$ cat config.mk
export PLATFORM = sky130hd
export DESIGN_NAME = ps2_scan_fifo
export DESIGN_NICKNAME = d
export VERILOG_FILES = /design/src/rtl/ps2_scan_fifo.sv
export SDC_FILE = /design/constraint.sdc
export NUM_CORES = 1
export LEC_CHECK = 0
export CAP_MARGIN = 10
export CORE_ASPECT_RATIO = 0.5
export CORE_MARGIN = 8
export CORE_UTILIZATION = 60
export CTS_BUF_LIST = sky130_fd_sc_hd__clkbuf_2
export DETAILED_ROUTE_END_ITERATION = 7
export HOLD_SLACK_MARGIN = 0.05
export PLACE_DENSITY = 0.76
export SETUP_SLACK_MARGIN = 0.2
export SYNTH_ARGS = -nofsm -noshare
export SYNTH_HDL_FRONTEND = slang
export SYNTH_SLANG_ARGS = --single-unit
$ cat constraint.sdc
create_clock -name clk -period 6.2 [get_ports clk]
set_input_delay 1.55 -clock clk [delete_from_list [all_inputs] [get_ports clk]]
set_output_delay 1.55 -clock clk [all_outputs]
set_load 0.01 [all_outputs]
$ cat src/rtl/ps2_scan_fifo.sv
// PS/2 keyboard receiver: pin synchroniser, 11-bit frame deserialiser with
// timeout, E0/F0 prefix folding, and a first-word-fall-through event FIFO.
module ps2_scan_fifo #(
  parameter int TIMEOUT_CYCLES = 6000,
  parameter int DEPTH          = 8,
  parameter int DROP_ON_ERR    = 1
) (
  input  logic                       clk,
  input  logic                       rst,
  input  logic                       ps2_clk,
  input  logic                       ps2_data,
  input  logic                       rd_en,
  input  logic                       clr_stat,
  output logic [10:0]                rd_data,
  output logic                       empty,
  output logic                       full,
  output logic [$clog2(DEPTH):0]     count,
  output logic                       overflow,
  output logic [7:0]                 err_cnt
);
  localparam int AW = $clog2(DEPTH);
  localparam int CW = AW + 1;
  localparam int TW = $clog2(TIMEOUT_CYCLES + 1);

  typedef enum logic [1:0] {S_IDLE, S_EXT, S_REL, S_EXT_REL} state_t;

  logic [1:0]    clk_sync, dat_sync;
  logic          clk_prev, fall;
  logic [10:0]   shreg, frame;
  logic [3:0]    bit_cnt;
  logic          frame_vld, frame_good, abort;
  logic [TW-1:0] timer;
  logic [7:0]    code;
  state_t        state_q, state_d;
  logic          push, bad;
  logic [10:0]   push_data;
  logic [10:0]   mem [DEPTH];
  logic [AW-1:0] rd_ptr, wr_ptr;
  logic [CW-1:0] count_d;
  logic          do_pop, do_wr, ovf_set;

  // Two-flop synchronisers; idle-high so reset never fakes a falling edge.
  always_ff @(posedge clk or posedge rst) begin
    if (rst) begin
      clk_sync <= 2'b11;
      dat_sync <= 2'b11;
      clk_prev <= 1'b1;
    end else begin
      clk_sync <= {clk_sync[0], ps2_clk};
      dat_sync <= {dat_sync[0], ps2_data};
      clk_prev <= clk_sync[1];
    end
  end

  assign fall  = clk_prev & ~clk_sync[1];
  // Timer hits its limit on this cycle while a frame is partially received.
  assign abort = (bit_cnt != 4'd0) && !fall && (timer == TW'(TIMEOUT_CYCLES - 1));

  // Deserialiser: LSB-first shift, frame strobe on the 11th bit, idle timeout.
  always_ff @(posedge clk or posedge rst) begin
    if (rst) begin
      shreg     <= '0;
      frame     <= '0;
      bit_cnt   <= '0;
      frame_vld <= 1'b0;
      timer     <= '0;
    end else begin
      frame_vld <= 1'b0;
      if (fall) begin
        timer <= '0;
        shreg <= {dat_sync[1], shreg[10:1]};
        if (bit_cnt == 4'd10) begin
          bit_cnt   <= '0;
          frame     <= {dat_sync[1], shreg[10:1]};
          frame_vld <= 1'b1;
        end else begin
          bit_cnt <= bit_cnt + 4'd1;
        end
      end else if (bit_cnt != 4'd0 && timer != TW'(TIMEOUT_CYCLES)) begin
        timer <= timer + TW'(1);
        if (abort) bit_cnt <= '0;
      end
    end
  end

  // start=0, stop=1, odd parity across data+parity.
  assign frame_good = ~frame[0] & frame[10] & (^frame[9:1]);
  assign code       = frame[8:1];

  // Prefix state register.
  always_ff @(posedge clk or posedge rst) begin
    if (rst) state_q <= S_IDLE;
    else     state_q <= state_d;
  end

  // Prefix folding: E0/F0 only move state; anything else emits one event.
  always_comb begin
    state_d   = state_q;
    push      = 1'b0;
    push_data = '0;
    bad       = 1'b0;
    if (frame_vld) begin
      if (!frame_good) begin
        bad     = 1'b1;
        state_d = S_IDLE;
        if (DROP_ON_ERR == 0) begin
          push      = 1'b1;
          push_data = {3'b100, code};
        end
      end else if (code == 8'hE0) begin
        case (state_q)
          S_IDLE:  state_d = S_EXT;
          S_REL:   state_d = S_EXT_REL;
          default: state_d = state_q;
        endcase
      end else if (code == 8'hF0) begin
        case (state_q)
          S_IDLE:  state_d = S_REL;
          S_EXT:   state_d = S_EXT_REL;
          default: state_d = state_q;
        endcase
      end else begin
        push      = 1'b1;
        push_data = {1'b0,
                     (state_q == S_EXT) || (state_q == S_EXT_REL),
                     (state_q == S_REL) || (state_q == S_EXT_REL),
                     code};
        state_d   = S_IDLE;
      end
    end
  end

  // A pop frees a slot in the same cycle, so a push while full still lands.
  assign do_pop  = rd_en & ~empty;
  assign do_wr   = push & (~full | do_pop);
  assign ovf_set = push & full & ~rd_en;
  assign rd_data = mem[rd_ptr];

  // Next occupancy, used for the registered full/empty flags.
  always_comb begin
    count_d = count + CW'(do_wr) - CW'(do_pop);
  end

  // FIFO storage, pointers and registered status flags.
  always_ff @(posedge clk or posedge rst) begin
    if (rst) begin
      for (int i = 0; i < DEPTH; i++) mem[i] <= '0;
      rd_ptr <= '0;
      wr_ptr <= '0;
      count  <= '0;
      empty  <= 1'b1;
      full   <= 1'b0;
    end else begin
      if (do_wr) begin
        mem[wr_ptr] <= push_data;
        wr_ptr      <= wr_ptr + AW'(1);
      end
      if (do_pop) rd_ptr <= rd_ptr + AW'(1);
      count <= count_d;
      empty <= (count_d == '0);
      full  <= (count_d == CW'(DEPTH));
    end
  end

  // Sticky statistics; clear takes priority over a same-cycle event.
  always_ff @(posedge clk or posedge rst) begin
    if (rst) begin
      err_cnt  <= '0;
      overflow <= 1'b0;
    end else if (clr_stat) begin
      err_cnt  <= '0;
      overflow <= 1'b0;
    end else begin
      if ((bad | abort) && err_cnt != 8'hFF) err_cnt <= err_cnt + 8'd1;
      if (ovf_set) overflow <= 1'b1;
    end
  end
endmodule

Figure 1. Metal layers overlaid (run 1).
Only two layers are drawn.
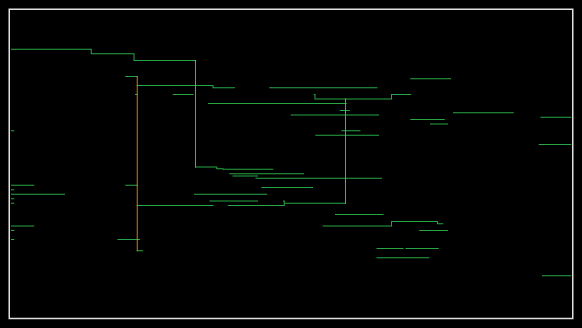
M3: drawn in green, wire length 669 um. M4: drawn in orange, wire length 116 um.
via count: 4,215
routed length per instance: 18.24 um
Total Wirelength: 13,720 um
total track usage: 18.93%

Figure 2. Clock wires, drivers and flops (run 1).
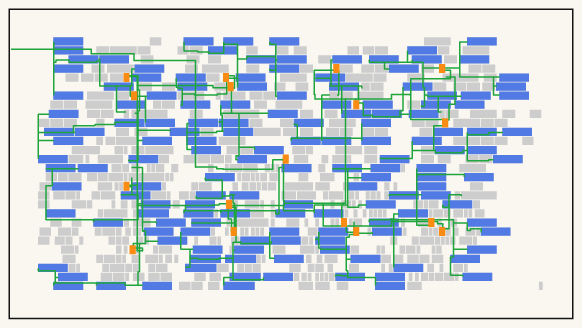
flip-flops: drawn in blue, count 147. clock wires: drawn in green, length 1,780 um. clock-net drivers: drawn in orange, count 17.
There are 18 routed clock nets. Position of the flops: widely spread.
clock network power share: 30.4%
clk_skew: 39.18 ps
clk_lat worst skew: 750 ps

==> run summary, run 1 <==
Placed cells = 719
Die ar. = 15,580 sq um
I/O pin total = 32
Clock transition at the registers of the reported paths = 210 ps
Worst VDD drop = 240.9 uV
Starting DRT DRC Count = 257
Yosys aoi share = 2.503%
Top class by area = flip-flops and latches
Max_slew headroom = 23.75%
Grt met2 use = 26.94%
Status = finished, final reports clean
Synth area leader = dfrtp_1
Count of non-CTS inverters in the layout = 24
Multi-input logic portion of the cell area = 39.96%
Logic cell area = 3102 sq um
Cells after Synth = 546
Worst-Margin Slew = 1133 ps
Post-synth seq share = 52.67%
Placer's final routability congestion estimate = 0.7960
Most instantiated logic cells after routing = 141 x dfrtp_1, 86 x mux2_2, 52 x nand2_1
Post-DP Area = 7415 sq um
R2R Path End = full
DRC Markers = 0
Area Growth Syn to Fin = 10.91%
Post-Syn Area = 6998 sq um
Mapped Avg Cell Area = 12.82 sq um
Critical Path Source = rd_ptr[1]
Synth Flop Type = dfrtp_1
Global-route wire length before repair = 23,310 um
Critical Path AT = 3340 ps
Core Footprint = 11,600 sq um
Slowest cell on crit path = dfrtp_1
DIE WIDTH = 168.7 um
Reg2Reg Launch Point = frame[5]
Setup slack, reg-to-reg = 2480 ps
Largest net degree at the start of global routing = 115
MI comb cells = 348
Remaining antenna violation count = 0
CTS tree = yes
Fin Setup TNS = 0 ps
# port buffers = 30
Yosys stat cell total = 546
Most numerous logic cell after layout = dfrtp_1
Met1 Track Usage GR = 28.13%
Top cells by area = dfrtp_1 50%, mux2_2 14%, mux4_2 6.4%, ha_1 3.0%, nand2_1 2.8%
Final clock-cell share = 4.240%
Maximum clock rate = 0.2047 GHz
MUX area fraction = 23.65%
Cts hold-fix bufs = 0
Worst Reg-to-Reg Cells = 14
Max FO, Critical Path = 19
Vias in the first global route = 4,417
Non-CTS buffers = 36
Setup Fix Bufs, Post-CTS = 0
Synth top cells by count = 141 x dfrtp_1, 86 x mux2_2, 52 x nand2_1, 28 x nor2_1, 24 x inv_1
Nature of the critical path startpoint = flip-flop
Basic Gates by Area = 11.53%
Vias/cell = 5.605
CTS Sinks = 147
Library cells used by synthesis = 51
Hold Fails Final Rpt = 0
N_taps = 165
CP Cell Sequence = buf_4 -> mux4_2 -> mux2_2 -> clkdlybuf4s50_1
Hold depth = 0
Asr flop ratio synth = 100.0%
Die Y = 92.37 um
Crit path capture = rd_data[9]
Final setup viols = 0
FP Core Util = 60.35%
Layout non-clock buf frac = 4.417%
Post-synthesis register bit count = 147
Warnings from Yosys = 0
Total inserted antenna cells = 0
Worst setup path class = reg2out
Post-layout period usage of the worst path = 78.81%
CP required = 4650 ps
DP HPWL = 9131 um
Max stage delay on crit path = 1050 ps
Max clock buf depth = 2
RSZ-0062 raised after global routing = no
Tool warnings = 32
Fillers = 839
Max-slew violation count = 0
CTS Buf Count = 17
Met1 Wirelength = 6949 um
Synth top area share = 50.42%
Max Used Layer = met4
Pre-antenna DRT Iters = 4
GR Util met3 = 4.839%
Figure 3. Cell classes on the final placement (run 1).
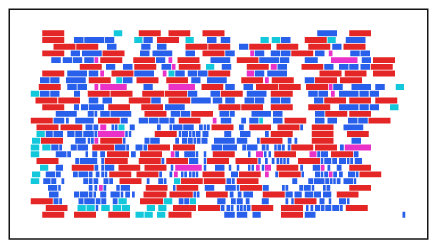
remaining buffers and delay cells: drawn in cyan, cells 36. sequential cells: drawn in red, cells 147. clock drivers and dummy loads: drawn in magenta, cells 32. remaining logic cells: drawn in blue, cells 372.
post-layout util: 66.93%
Design Area, Final: 7761 sq um
sequential share of cell area: 47.49%
# rows: 28

## run 1: power by group
part	internal, W	leakage, nW	switching (W)	total [W]
Combinational	0.000228	1.51	0.000240	0.000468
Sequential	0.00103	2.00	0.000121	0.00115
Clock	0.000353	0.181	0.000356	0.000709
## run 1: sequential cells by signal, summed over array words and instances, names as in the netlist
name,flops
rd_ptr,3
err_cnt,8
frame,11
full,1
shreg,10
mem,80
clk_sync,2
count,4
frame_vld,1
wr_ptr,3
timer,13
dat_sync,2
empty,1
state_q,2
bit_cnt,4
overflow,1
clk_prev,1
## run 1: worst max-delay path, delay by kind of cell, from the launching register on
family / cells / cell delay [ps]
DFF: 1 / 1050
buffers and inverters: 2 / 770
muxes: 2 / 770
Figure 4. Pin placement (run 1).
Pins as bars across the die edge, other pins in grey.
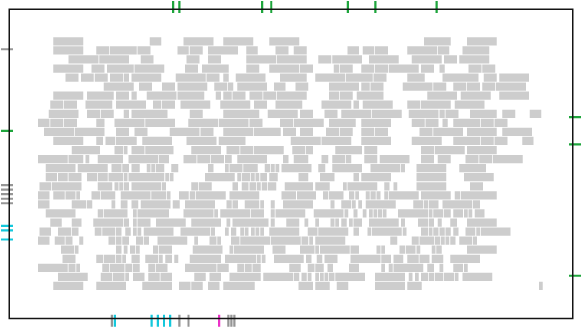

==> run 2, diff against run 1 <==
CORE_UTILIZATION = 57   (was 60)
clock period = 4.2 ns   (was 6.2 ns; I/O delays follow)
Figure 5. Pin placement (run 2).
Pins as bars across the die edge, other pins in grey.
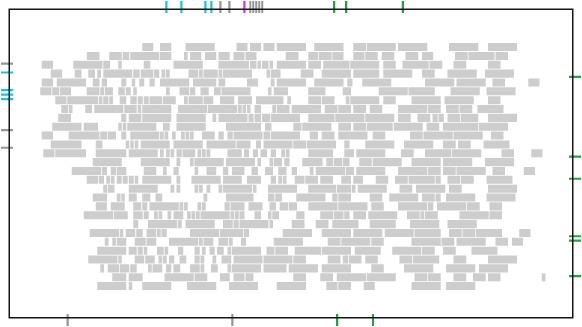
err_cnt: drawn in cyan, pins 8, direction output, edge 4 west, 4 north. rd_data: drawn in green, pins 11, direction output, edge 6 east, 3 north, 2 south. empty: drawn in magenta, pins 1, direction output, edge north.
Die Y: 94.35 um
# port buffers: 30
DIE WIDTH: 172.7 um

==> run 2 against run 1 <==
  * The flow now finishes with violations (design-rule violations)
  * Core utilization fell by 2.0 points
  * Synthesized cell count unchanged
  * Power rose by 35%
  * Sequential power is 43% higher
  * Die area rose by 4.5%
  * Clock skew is essentially flat
  * Cell count is 1.1% higher
  * Count of clock-buffer cells in the layout down 3
  * Setup slack got worse by 930 ps
  * Sequential cell count did not move
  * Sequential share of layout area increased by 0.15 points
  * Critical endpoint is now rd_data[3]
==> run summary, run 2 <==
Status = finished with violations
Violated checks = design-rule violations
Total track usage = 16.42%
N_taps = 165
Library cells used by synthesis = 51
Cells after Synth = 546
CP required = 3150 ps
Core Footprint = 11,910 sq um
Hold depth = 0
Non-CTS buffers = 44
Post-DP Area = 7498 sq um
Reg power frac = 52.4%
Tot Pwr = 0.003149 W
DRC Markers = 1
MI comb cells = 348
Internal power = 0.002138 W
Layout non-clock buf frac = 5.677%
Final setup margin = 381.4 ps
CP Cell Sequence = buf_8 -> mux4_2 -> mux2_2 -> clkdlybuf4s50_1
Worst setup path class = reg2out
Clk_lat worst skew = 690 ps
Leakage = 3.692 nW
HP Class = reg2reg
Final clock-cell share = 2.863%
Routed length per instance = 16.82 um
DP HPWL = 8382 um
Placer's final routability congestion estimate = 0.7902
Min cycle time layout = 3819 ps
Worst VDD drop = 190.5 uV
RSZ-0062 raised after global routing = no
Pwr dens = 407.0 nW/um^2
Top class by area = flip-flops and latches
Largest net degree at the start of global routing = 66
Fin Setup TNS = 0 ps
Switching share of power = 32.11%
Met2 routed WL = 5910 um
Critical Path AT = 2770 ps
Post-synth seq share = 52.67%
Fillers = 910
Post-Syn Area = 6998 sq um
Asr flop ratio synth = 100.0%
Post-layout util = 64.95%
Vias in the first global route = 4,307
Vias/cell = 5.549
Starting DRT DRC Count = 287
Nature of the critical path startpoint = flip-flop
Maximum clock rate = 0.2619 GHz
Logic cell area = 3089 sq um
CTS Sinks = 147
Synth Flop Type = dfrtp_1
Die ar. = 16,290 sq um
Mapped Avg Cell Area = 12.82 sq um
Count of non-CTS inverters in the layout = 24
Worst Reg-to-Reg Cells = 13
Max stage delay on crit path = 540 ps
Levels on crit path = 4
Combinational share of power = 23.1%
Via count = 4,217
Hold Fails Final Rpt = 0
Slowest cell on crit path = mux4_2
R2R Path End = full
Total inserted antenna cells = 0
Floorplan Nets = 570
Largest register FFs = 80
Hold path start = clk_sync[0]
Pre-antenna DRT Iters = 7
Post-layout period usage of the worst path = 90.92%
Setup Fix Bufs, Post-CTS = 0
Area Growth Syn to Fin = 10.55%
Biggest regs = mem: 80 flops, timer: 13 flops, frame: 11 flops
Synth top area share = 50.42%
Multi-input logic portion of the cell area = 39.93%
CP endpoint kind = output port
Most instantiated logic cells after routing = 141 x dfrtp_1, 86 x mux2_2, 52 x nand2_1
Top pwr grp = sequential cells
Initial antenna violation count = 0
Cts hold-fix bufs = 0
Ratio of cells with drive above 1 in the final layout = 27.90%
Top reg by flops = mem
Final hold slack = 363.3 ps
Root buf cell = clkbuf_2
Clock transition at the registers of the reported paths = 220 ps
Crit path capture = rd_data[3]
CTS Buf Count = 17
Setup slack, reg-to-reg = 870 ps
Reg2Reg Launch Point = frame[5]
Max FO, Critical Path = 19
Gr ovfl total = 0
Synthesis area per yosys = 6998 sq um
Yosys stat cell total = 546
Worst-Margin Slew = 1069 ps
Most numerous logic cell after layout = dfrtp_1
Clkbuf count = 17
Final setup viols = 0
Met1 Wirelength = 6218 um
Tool warnings = 30
Post-Layout Cell Count = 760
Family with the most delay on the worst path = multiplexers
Seq power = 0.00165 W
I/O pin total = 32
Design Area, Final = 7736 sq um
Yosys top cell by instances = dfrtp_1
Placed cells = 727
Comb. pwr = 0.000728 W
Sequential share of cell area = 47.65%
Critical Path Source = rd_ptr[0]
WHS Endpoint = clk_sync[1]
# rows = 28
Post-synthesis register bit count = 147
Global-route wire length before repair = 21,420 um
CP Buf/Inv Count = 2
Power Clock = 0.000770 W
Synth top cells by count = 141 x dfrtp_1, 86 x mux2_2, 52 x nand2_1, 28 x nor2_1, 24 x inv_1
Max-slew violation count = 0
Registers = 147
Clk_skew = 39.00 ps
Synth area leader = dfrtp_1
Max clock buf depth = 2
Top cells by area = dfrtp_1 50%, mux2_2 14%, mux4_2 6.4%, ha_1 3.0%, nand2_1 2.8%
Warnings from Yosys = 0
CTS tree = yes
Sequential Area = 3686 sq um
Switch Pwr = 0.001011 W
Max Used Layer = met4
Total Wirelength = 12,780 um
Max_slew headroom = 28.08%
Clock network power share = 24.5%
Routed wire length on met3 = 524 um
FP Core Util = 58.75%
Remaining antenna violation count = 0
-- run 2: cell counts after synthesis --
Identical to the previous run, type by type.
-- run 2: cell families after synthesis --
family	Yosys count	share of synthesized area, %
xor+xnor	22	3.075
fa+ha+maj	18	3.326
simple gates	150	11.53
other cells	1	0.05359
mux	127	23.65
compound gates	30	2.503
flops	147	52.67
buf+inv	51	3.182
-- run 2: timing repair --
action / in CTS / in global routing
hold endpoints to repair: 0 / 0
setup endpoints to repair: 1 / 9
resized: 1 / 2
-- run 2: routing by layer --
layer / vias up / global-route usage, %
li1: 1985 / -
met1: 2143 / 22.03
met5: - / 0
met4: 0 / 4.918
met2: 77 / 26.56
met3: 12 / 4.022
Figure 6. Clock wires, drivers and flops (run 2).
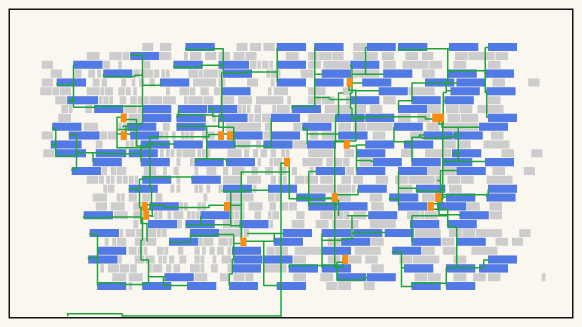

==> run 3, diff against run 2 <==
GPL_TIMING_DRIVEN = 0   (was default)
PLACE_DENSITY = 0.84   (was 0.76)
RECOVER_POWER = 100   (was default)
Figure 7. Clock wires, drivers and flops (run 3).
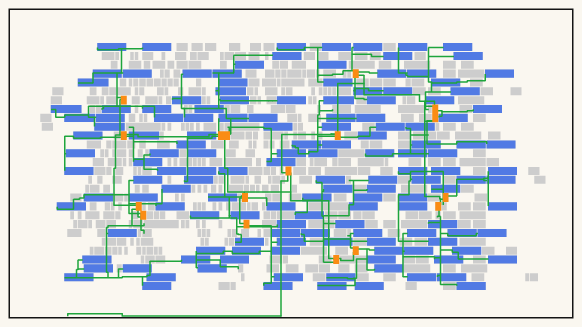
clock network power share: 25.8%
clk_skew: 30.23 ps

==> run 3 against run 2 <==
  * The flow finishes with violations (max-capacitance violations, max-slew violations)
  * Maximum frequency down 3.3%
  * Global-route usage up 0.79 points
  * Sequential cell count unchanged
  * Count of clock-buffer cells in the layout up 3
  * Register-to-register slack worse by 450 ps
  * Synthesized cell count unchanged
  * Hold slack better by 18 ps
  * Setup slack worse by 130 ps
  * Cell area about the same
  * Critical path depth unchanged
  * Sequential share of layout area about the same
  * Cell count up 2.8%
  * Critical endpoint is now rd_data[5]
  * Largest cell class unchanged
  * Largest power group unchanged
==> run summary, run 3 <==
Ratio of cells with drive above 1 in the final layout = 25.97%
Mapped Avg Cell Area = 12.82 sq um
DP HPWL = 9116 um
Root buf cell = clkbuf_2
Largest net degree at the start of global routing = 45
Slowest cell on crit path = dlygate4sd3_1
Post-synthesis register bit count = 147
GR Util met3 = 4.142%
Comb. pwr = 0.000753 W
FP Core Util = 58.75%
Yosys stat cell total = 546
Count of non-CTS inverters in the layout = 24
Tool warnings = 30
Die Y = 94.35 um
Vias/cell = 5.512
Status = finished with violations
Via count = 4,305
Initial antenna violation count = 0
Hold path start = clk_sync[0]
Registers = 147
Layout non-clock buf frac = 6.293%
MI comb cells = 348
Nature of the critical path startpoint = flip-flop
Synth top area share = 50.42%
N_taps = 165
Yosys top cell by instances = dfrtp_1
Critical Path Source = rd_ptr[0]
# rows = 28
Max_slew headroom = -48.99%
HP Class = reg2reg
Crit path capture = rd_data[5]
Hold depth = 0
Remaining antenna violation count = 0
Met2 routed WL = 6538 um
Total inserted antenna cells = 0
Top reg by flops = mem
Hold Fails Final Rpt = 0
CP Cell Sequence = clkbuf_4 -> mux4_2 -> mux2_2 -> dlygate4sd3_1
# port buffers = 30
Routed wire length on met3 = 540 um
Post-CTS resize count = 12
Top cells by area = dfrtp_1 50%, mux2_2 14%, mux4_2 6.4%, ha_1 3.0%, nand2_1 2.8%
Post-DP Area = 7604 sq um
Synth area leader = dfrtp_1
Violated checks = max-capacitance violations, max-slew violations
Logic cell area = 3022 sq um
Family with the most delay on the worst path = buffers and inverters
Worst setup path class = reg2out
Internal power = 0.002191 W
Sequential share of cell area = 47.68%
Seq power = 0.00162 W
Pre-antenna DRT Iters = 4
Yosys aoi share = 2.503%
Setup Fix Bufs, Post-CTS = 0
Leakage = 3.760 nW
Xor/xnor share = 3.075%
Pwr dens = 414.4 nW/um^2
Maxcap violations = 1
Starting DRT DRC Count = 184
Post-synth seq share = 52.67%
Synth Flop Type = dfrtp_1
CP required = 3150 ps
I/O pin total = 32
Grt peak-use layer = met2
Vias in the first global route = 4,366
Non-CTS buffers = 65
Final clock-cell share = 3.106%
Clk_lat worst skew = 700 ps
Tot Pwr = 0.003205 W
Post-Syn Area = 6998 sq um
Max-slew violation count = 45
Routed length per instance = 17.27 um
Switching share of power = 31.63%
Library cells used by synthesis = 51
Synth top cells by count = 141 x dfrtp_1, 86 x mux2_2, 52 x nand2_1, 28 x nor2_1, 24 x inv_1
DIE WIDTH = 172.7 um
Largest register FFs = 80
Core Footprint = 11,910 sq um
Floorplan Nets = 570
Top class by area = flip-flops and latches
Reg power frac = 50.7%
Placer's final routability congestion estimate = 0.7936
Cts hold-fix bufs = 0
Min cycle time layout = 3948 ps
RSZ-0062 raised after global routing = no
run 3: cell counts after synthesis:
No cell type changed its count.
run 3: stage by stage:
step | utilization (%) | setup WS, ps | hold WS [ps] | std cells
2_1_floorplan | - | 910.6 | 345.2 | 546
3_3_place_gp | 63.04 | 119.9 | 346.2 | 741
3_5_place_dp | 63.83 | 177.9 | 351.5 | 745
4_1_cts | 65.93 | 200.4 | 376.4 | 777
5_1_grt | 64.93 | 112.8 | 387.1 | 781
6_report | 64.93 | 252.4 | 381.3 | 781
run 3: worst min path at each step:
stage	end	slack (ps)
CTS	clk_sync[1]	380
detailed placement	clk_sync[1]	350
finish	clk_sync[1]	380
floorplan	clk_sync[1]	350
global route	clk_sync[1]	390
global placement	clk_sync[1]	350
No activity file was given, so power comes from the tool's default toggle rates.
